<file path="src/rtl/rv32i_pkg.sv">
// Shared RV32I definitions used by the fetch stage: word width, the canonical NOP,
// the fetch FSM states and the fault-cause encodings.
package rv32i_pkg;

  localparam int unsigned XLEN = 32;
  localparam logic [XLEN-1:0] NOP_INSTR = 32'h0000_0013;

  typedef enum logic [1:0] {
    BOOT  = 2'd0,
    FETCH = 2'd1,
    FAULT = 2'd2
  } fetch_state_e;

  typedef enum logic [1:0] {
    NONE       = 2'd0,
    MISALIGNED = 2'd1,
    RANGE      = 2'd2
  } fault_cause_e;

endpackage

</file>
<file path="src/rtl/instr_fetch.sv">
// RV32I fetch stage: PC register, fetch FSM, a one-entry output slot towards decode
// with valid/ready handshake, redirect handling and sticky fault reporting.
module instr_fetch
  import rv32i_pkg::*;
#(
  parameter logic [XLEN-1:0] RESET_PC   = 32'h0000_0000,
  parameter int unsigned     IMEM_WORDS = 64
) (
  input  logic            clk,
  input  logic            rst_n,
  output logic [XLEN-1:0] imem_addr,
  input  logic [XLEN-1:0] imem_instr,
  input  logic            redirect_valid,
  input  logic [XLEN-1:0] redirect_target,
  output logic            out_valid,
  input  logic            out_ready,
  output logic [XLEN-1:0] out_instr,
  output logic [XLEN-1:0] out_pc,
  output logic [XLEN-1:0] out_pc_plus4,
  output logic            fault,
  output logic [1:0]      fault_cause,
  output logic [XLEN-1:0] fetch_count
);

  localparam logic [XLEN-3:0] WORD_LIMIT = (XLEN-2)'(IMEM_WORDS);

  fetch_state_e    state_q, state_d;
  fault_cause_e    cause_q, cause_d;
  logic [XLEN-1:0] pc_q, pc_d;
  logic            vld_q, vld_d;
  logic [XLEN-1:0] instr_q, instr_d;
  logic [XLEN-1:0] slot_pc_q, slot_pc_d;
  logic [XLEN-1:0] pc4_q, pc4_d;
  logic [XLEN-1:0] count_q, count_d;

  logic            slot_free;
  logic            handshake;
  logic            in_range;
  logic [XLEN-1:0] pc_plus4;

  assign slot_free = !vld_q || out_ready;
  assign handshake = vld_q && out_ready;
  assign in_range  = pc_q[XLEN-1:2] < WORD_LIMIT;
  assign pc_plus4  = pc_q + 32'd4;

  always_comb begin
    state_d   = state_q;
    cause_d   = cause_q;
    pc_d      = pc_q;
    vld_d     = vld_q;
    instr_d   = instr_q;
    slot_pc_d = slot_pc_q;
    pc4_d     = pc4_q;
    // A handshake is counted in every state, including the cycle a redirect flushes the slot.
    count_d   = count_q + {{(XLEN-1){1'b0}}, handshake};

    unique case (state_q)
      BOOT: state_d = FETCH;
      FETCH: begin
        if (redirect_valid) begin
          vld_d = 1'b0;
          if (redirect_target[1:0] != 2'b00) begin
            state_d = FAULT;
            cause_d = MISALIGNED;
          end else begin
            pc_d = redirect_target;
          end
        end else if (slot_free) begin
          if (!in_range) begin
            vld_d   = 1'b0;
            state_d = FAULT;
            cause_d = RANGE;
          end else begin
            vld_d     = 1'b1;
            instr_d   = imem_instr;
            slot_pc_d = pc_q;
            pc4_d     = pc_plus4;
            pc_d      = pc_plus4;
          end
        end
      end
      FAULT: vld_d = 1'b0;
      default: state_d = BOOT;
    endcase
  end

  always_ff @(posedge clk or negedge rst_n) begin
    if (!rst_n) begin
      state_q   <= BOOT;
      cause_q   <= NONE;
      pc_q      <= RESET_PC;
      vld_q     <= 1'b0;
      instr_q   <= NOP_INSTR;
      slot_pc_q <= '0;
      // Keeps out_pc_plus4 consistent with the reset out_pc of zero.
      pc4_q     <= 32'd4;
      count_q   <= '0;
    end else begin
      state_q   <= state_d;
      cause_q   <= cause_d;
      pc_q      <= pc_d;
      vld_q     <= vld_d;
      instr_q   <= instr_d;
      slot_pc_q <= slot_pc_d;
      pc4_q     <= pc4_d;
      count_q   <= count_d;
    end
  end

  assign imem_addr    = pc_q;
  assign out_valid    = vld_q;
  assign out_instr    = instr_q;
  assign out_pc       = slot_pc_q;
  assign out_pc_plus4 = pc4_q;
  assign fault        = (state_q == FAULT);
  assign fault_cause  = cause_q;
  assign fetch_count  = count_q;

endmodule

</file>
<file path="config.mk">
export PLATFORM = sky130hd
export DESIGN_NAME = instr_fetch
export DESIGN_NICKNAME = d
export VERILOG_FILES = /design/src/rtl/rv32i_pkg.sv /design/src/rtl/instr_fetch.sv
export SDC_FILE = /design/constraint.sdc
export NUM_CORES = 1
export LEC_CHECK = 0
export CORE_ASPECT_RATIO = 1.1
export CORE_MARGIN = 2
export CORE_UTILIZATION = 47
export CTS_BUF_LIST = sky130_fd_sc_hd__clkbuf_4
export CTS_CLUSTER_DIAMETER = 200
export DETAILED_ROUTE_END_ITERATION = 7
export PLACE_DENSITY = 0.89
export SLEW_MARGIN = 20
export SYNTH_ARGS = -nofsm -noshare
export SYNTH_HDL_FRONTEND = slang
export SYNTH_SLANG_ARGS = --single-unit
</file>
<file path="constraint.sdc">
create_clock -name clk -period 2.6 [get_ports clk]
set_input_delay 0.52 -clock clk [delete_from_list [all_inputs] [get_ports clk]]
set_output_delay 0.52 -clock clk [all_outputs]
set_load 0.02 [all_outputs]
</file>
run_1/placement_by_type.png
Drawn at 3 px/um. Fill, decap, tap and diode cells in gray.
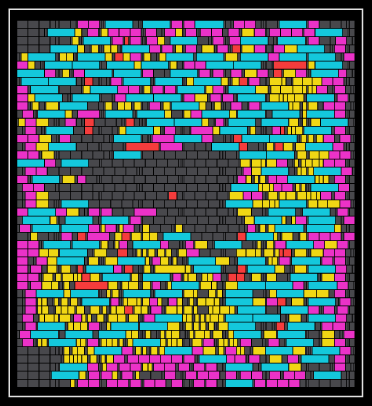
remaining buffers and delay cells: marked magenta, cells 262, share of their area 28%. clock drivers and dummy loads: marked red, cells 32, share of their area 3.1%. sequential cells: marked cyan, cells 163, share of their area 43%. combinational and other logic: marked yellow, cells 361, share of their area 26%.

run_1/clocks.png
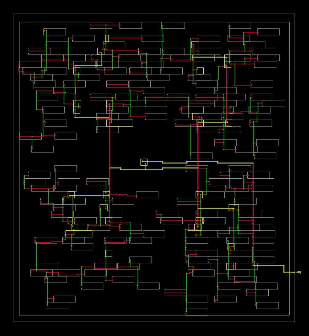
number of clock buffers in the layout: 18
Num CTS Buffers: 17
clk sink count: 163

run_1/layer_met2.png
Drawn at 4 px/um. Cells faint in the background.
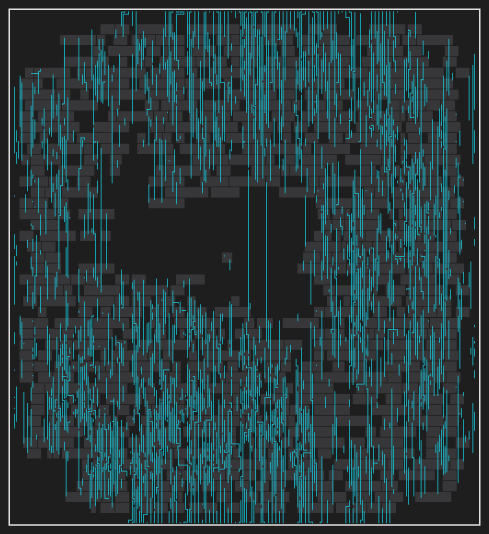
The longest straight run is 52.7 um. 808 nets have wire on it. The layer carries 9020 um of wire. The layer holds 52% of the routed length. The wires run mostly vertical.

==> ci_impl_report.md, run 1 <==
### Yosys + OpenROAD results

| Metric | Value |
|---|---|
| Status | `complete, no violations` |
| Fraction of layout cells with a size suffix above 1 | `13.7%` |
| Layout Cells excl Fill | `1006` |
| Worst VDD drop | `719 uV` |
| Via/cell ratio | `5.31` |
| Distinct cells, synth | `42` |
| Final setup fails | `0` |
| Final ANT Viol Nets | `0` |
| Clock group total power | `1.52 mW` |
| Sw Pwr | `2.07 mW` |
| Hold slack | `456 ps` |
| # diodes | `0` |
| CP Data Required Time | `3020 ps` |
| Late-Pin Clk Latency | `530 ps` |
| Placed Area | `0.00934 mm^2` |
| All-Layer GR Usage | `23.3%` |
| Post-layout period usage of the worst path | `91.6%` |
| Routability cong. | `0.931` |
| Tally of buffers added on design ports | `231` |
| TritonCTS clock tree | `yes` |
| Fin. Hold Viols | `0` |
| Int Power | `4.30 mW` |
| Design Area, Final | `0.00965 mm^2` |
| Sw frac | `32.5%` |
| Drt first pass iters | `4` |
| Top cells excl fill/tap | `230 x clkdlybuf4s50_1, 159 x dfrtp_1, 49 x nor2b_1` |
| Site Rows | `45` |
| DR WL met3 | `1.34 mm` |
| Placed insts | `973` |
| Critical path capture point type | `register` |
| Synthesized area per cell | `12.0 um^2` |
| Max Used Layer | `met4` |
| Comb pwr | `1.69 mW` |
| DR iter-0 viols | `353` |
| Reg power frac | `49.6%` |
| Combinational share of power | `26.5%` |
| Place WS | `-182 ps` |
| Pwr per Cell Area | `660 mW/mm^2` |
| Width of the chip | `117 um` |
## run 1: cell type report
| type | count | area, um^2 |
|---|---|---|
| Tap cell | 188 | 235 |
| Clock buffer | 18 | 135 |
| Timing Repair Buffer | 262 | 2630 |
| Multi-Input combinational cell | 347 | 2350 |
| Fill cell | 998 | 4140 |
| Clock inverter | 14 | 161 |
| Sequential cell | 163 | 4080 |
| Inverter | 14 | 52.6 |
## run 1: kinds of logic (layout without fill, tap and decap cells)
family	after synthesis	count (layout)	share of synthesized area, %
adders and majority gates	3	3	0.566
buffers and inverters	42	308	2.87
AOI/OAI and AO/OA	73	73	7.47
DFF	163	163	61.6
xor gates and xnor gates	35	35	4.62
muxes	47	47	7.93
and+or+nand+nor	189	189	14.9
## run 1: state kept, by name, summed over array words and instances (netlist names)
name          cells
fetch_count      32
imem_addr        32
out_instr        32
out_pc           32
out_pc_plus4     30
fault_cause       2
state_q           2
out_valid         1
## run 1: worst register-to-register path: stages (launching register included)
cell       delay, ps
dfrtp_1          450
nor4_1           400
nand4_1          290
a2111oi_4        430
buf_4            210
buf_12           140
mux2_2           360
## run 1: repair_timing
action                                  CTS  global route
hold endpoints to repair                 62             0
resized                                   0             1
hold buffers                              1             0
endpoints found under the setup margin    0             2
## run 1: cell usage after synthesis, types with 11 or more instances
cell,n,share of area [%]
nand2_1,28,1.6
inv_1,13,0.74
nand3_1,17,1.3
a21oi_1,21,1.6
clkbuf_1,13,0.74
nor2_1,42,2.4
nor2b_1,49,4.6
mux2_2,44,7.5
nand4_1,11,1.0
o21ai_0,12,0.91
xnor2_1,20,2.6
xor2_1,15,2.0
dfrtp_1,159,60
## run 1: layer usage
layer  vias to the layer above  global-route usage [%]
met5                         -                       0
met4                         0                    9.55
met3                        39                    6.36
met2                       242                    39.2
met1                      2626                    28.3
li1                       2430                       -
run_1/io_fan.png
Drawn at 3 px/um.
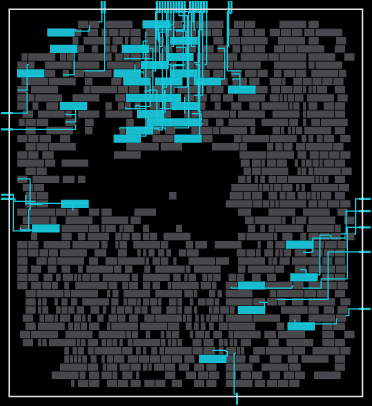

==> run 1 -> run 2 <==
--- a/config.mk
+++ b/config.mk
@@ -5,13 +5,15 @@
 export SDC_FILE = /design/constraint.sdc
 export NUM_CORES = 1
 export LEC_CHECK = 0
+export CELL_PAD_IN_SITES_DETAIL_PLACEMENT = 1
+export CELL_PAD_IN_SITES_GLOBAL_PLACEMENT = 1
 export CORE_ASPECT_RATIO = 1.1
 export CORE_MARGIN = 2
-export CORE_UTILIZATION = 47
+export CORE_UTILIZATION = 36
 export CTS_BUF_LIST = sky130_fd_sc_hd__clkbuf_4
 export CTS_CLUSTER_DIAMETER = 200
 export DETAILED_ROUTE_END_ITERATION = 7
-export PLACE_DENSITY = 0.89
+export PLACE_DENSITY = 0.88
 export SLEW_MARGIN = 20
 export SYNTH_ARGS = -nofsm -noshare
 export SYNTH_HDL_FRONTEND = slang
run_2/io_fan.png
Drawn at 2 px/um.
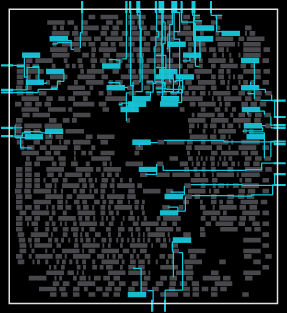
out_pc: marked cyan, direction output, edge 16 top, 9 right, 5 left, 2 bottom, end cells 32, buffers 32, wire 1440 um.

run_2/layer_met2.png
Drawn at 3 px/um. Cells faint in the background.
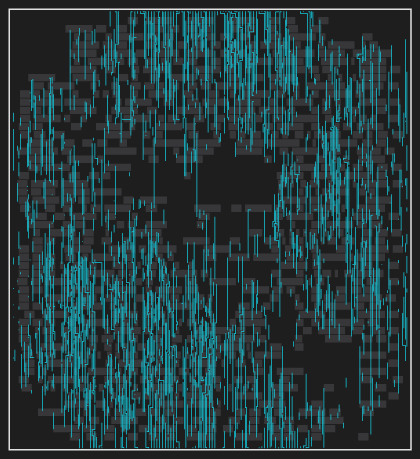
The layer holds 51% of the routed length. The longest straight run is 43.0 um. The wires run mostly vertical. 838 nets have wire on it. The layer carries 10200 um of wire.
via count: 5349
met2 usage: 36.1%
routed wire length: 19.8 mm

==> run 2 against run 1 <==
Net effect: non-clock buffer count grew 3; synthesized area is the same; core utilization shrank 17 points; via count grew 0.22%; critical path depth shrank 1; first-iteration DRC count shrank 34%; setup slack lost 100 ps; largest cell class unchanged; largest power group unchanged.
==> ci_impl_report.md, run 2 <==
### Yosys + OpenROAD results

| Metric | Value |
|---|---|
| Placed Area | `0.00938 mm^2 (+0.44%)` |
| Site Rows | `52 (+16%)` |
| Via/cell ratio | `5.02 (-5.3%)` |
| Comb pwr | `1.74 mW (+3%)` |
| Leading area contributor after synthesis | `dfrtp_1` |
| Critical path capture point type | `register` |
| Placed insts | `1031 (+6.0%)` |
| Pwr per Cell Area | `680 mW/mm^2 (+3.0%)` |
| Routability cong. | `0.796 (-15%)` |
| TritonCTS clock tree | `yes` |
| Worst VDD drop | `460 uV (-36%)` |
| Drt first pass iters | `4 (unchanged)` |
| Clk sink count | `163 (unchanged)` |
| Late-Pin Clk Latency | `570 ps (+40 ps)` |
| Fin. Hold Viols | `0 (unchanged)` |
| Design Area, Final | `0.00972 mm^2 (+0.71%)` |
| All-Layer GR Usage | `21.1% (-2.2 points)` |
| Combinational share of power | `26.4% (about the same)` |
| Gate Area | `0.00235 mm^2 (unchanged)` |
| Fraction of layout cells with a size suffix above 1 | `14.4% (+0.68 points)` |
| Layout Cells excl Fill | `1065 (+5.9%)` |
| Post-layout period usage of the worst path | `95.5% (+3.9 points)` |
| Synthesized area per cell | `12.0 um^2 (unchanged)` |
| Clock group total power | `1.71 mW (+10%)` |
| Synth top area share | `60.0% (unchanged)` |
| Reg power frac | `47.7% (-1.9 points)` |
| Status | `complete, no violations` |
| DR iter-0 viols | `232 (-34%)` |
| Yosys top cell by instances | `dfrtp_1` |
| Sw frac | `34.1% (+1.6 points)` |
| Final setup fails | `0 (unchanged)` |
| Int Power | `4.35 mW (+1.3%)` |
-- run 2: cell types whose count changed in the layout (fill, tap and decap cells not counted), sizes merged --
cell	previous run	this run
inv	15	22
clkinvlp	5	0
buf	31	34
clkinv	5	3
diode	0	1
-- run 2: per-layer routing --
layer	share of wire [%]	vias to the layer above	GRT usage, %
li1	-	2429	-
met1	40	2720	25.4
met2	51	169	36.1
met3	5.9	31	5.80
met4	2.4	0	7.71
met5	0	-	0
-- run 2: final timing paths --
path	from	end	depth (start not counted)
setup / recovery	imem_addr[23]	out_pc[6]	5
hold / removal	state_q[1]	state_q[0]	1
setup reg to reg	imem_addr[23]	out_pc[6]	5
hold reg to reg	state_q[1]	state_q[0]	1
max in group asynchronous	rst_n	out_instr[4]	3
min in group asynchronous	rst_n	fetch_count[28]	2
-- run 2: final cells by class --
| cell class | count | share of cell area, % |
|---|---|---|
| Tap cell | 243 | 3.13 |
| Sequential cell | 163 | 42.0 |
| Inverter | 14 | 0.541 |
| Antenna cell | 1 | 0.0257 |
| Multi-Input combinational cell | 347 | 24.2 |
| Clock inverter | 14 | 1.96 |
| Clock buffer | 18 | 1.39 |
| Timing Repair Buffer | 265 | 26.7 |
-- run 2: what timing repair did --
item / 4_1_cts / 5_1_grt
buffers inserted: 0 / 0
gates resized: 0 / 0
hold buffers: 1 / 0
hold endpoints to repair: 52 / 0
-- run 2: cell families after synthesis --
family | Yosys count | synth area share [%]
buf+inv | 42 | 2.87
xor+xnor | 35 | 4.62
simple gates | 189 | 14.9
compound gates | 73 | 7.47
mux | 47 | 7.93
fa+ha+maj | 3 | 0.566
flops | 163 | 61.6
-- run 2: through the flow --
stage,hold WS (ps),setup slack (ps)
after floorplan,224,404
after global placement,424,-104
after detailed placement,442,-187
after CTS,472,122
after global routing,489,41.9
final,467,117
No activity file was given, so power comes from the tool's default toggle rates.
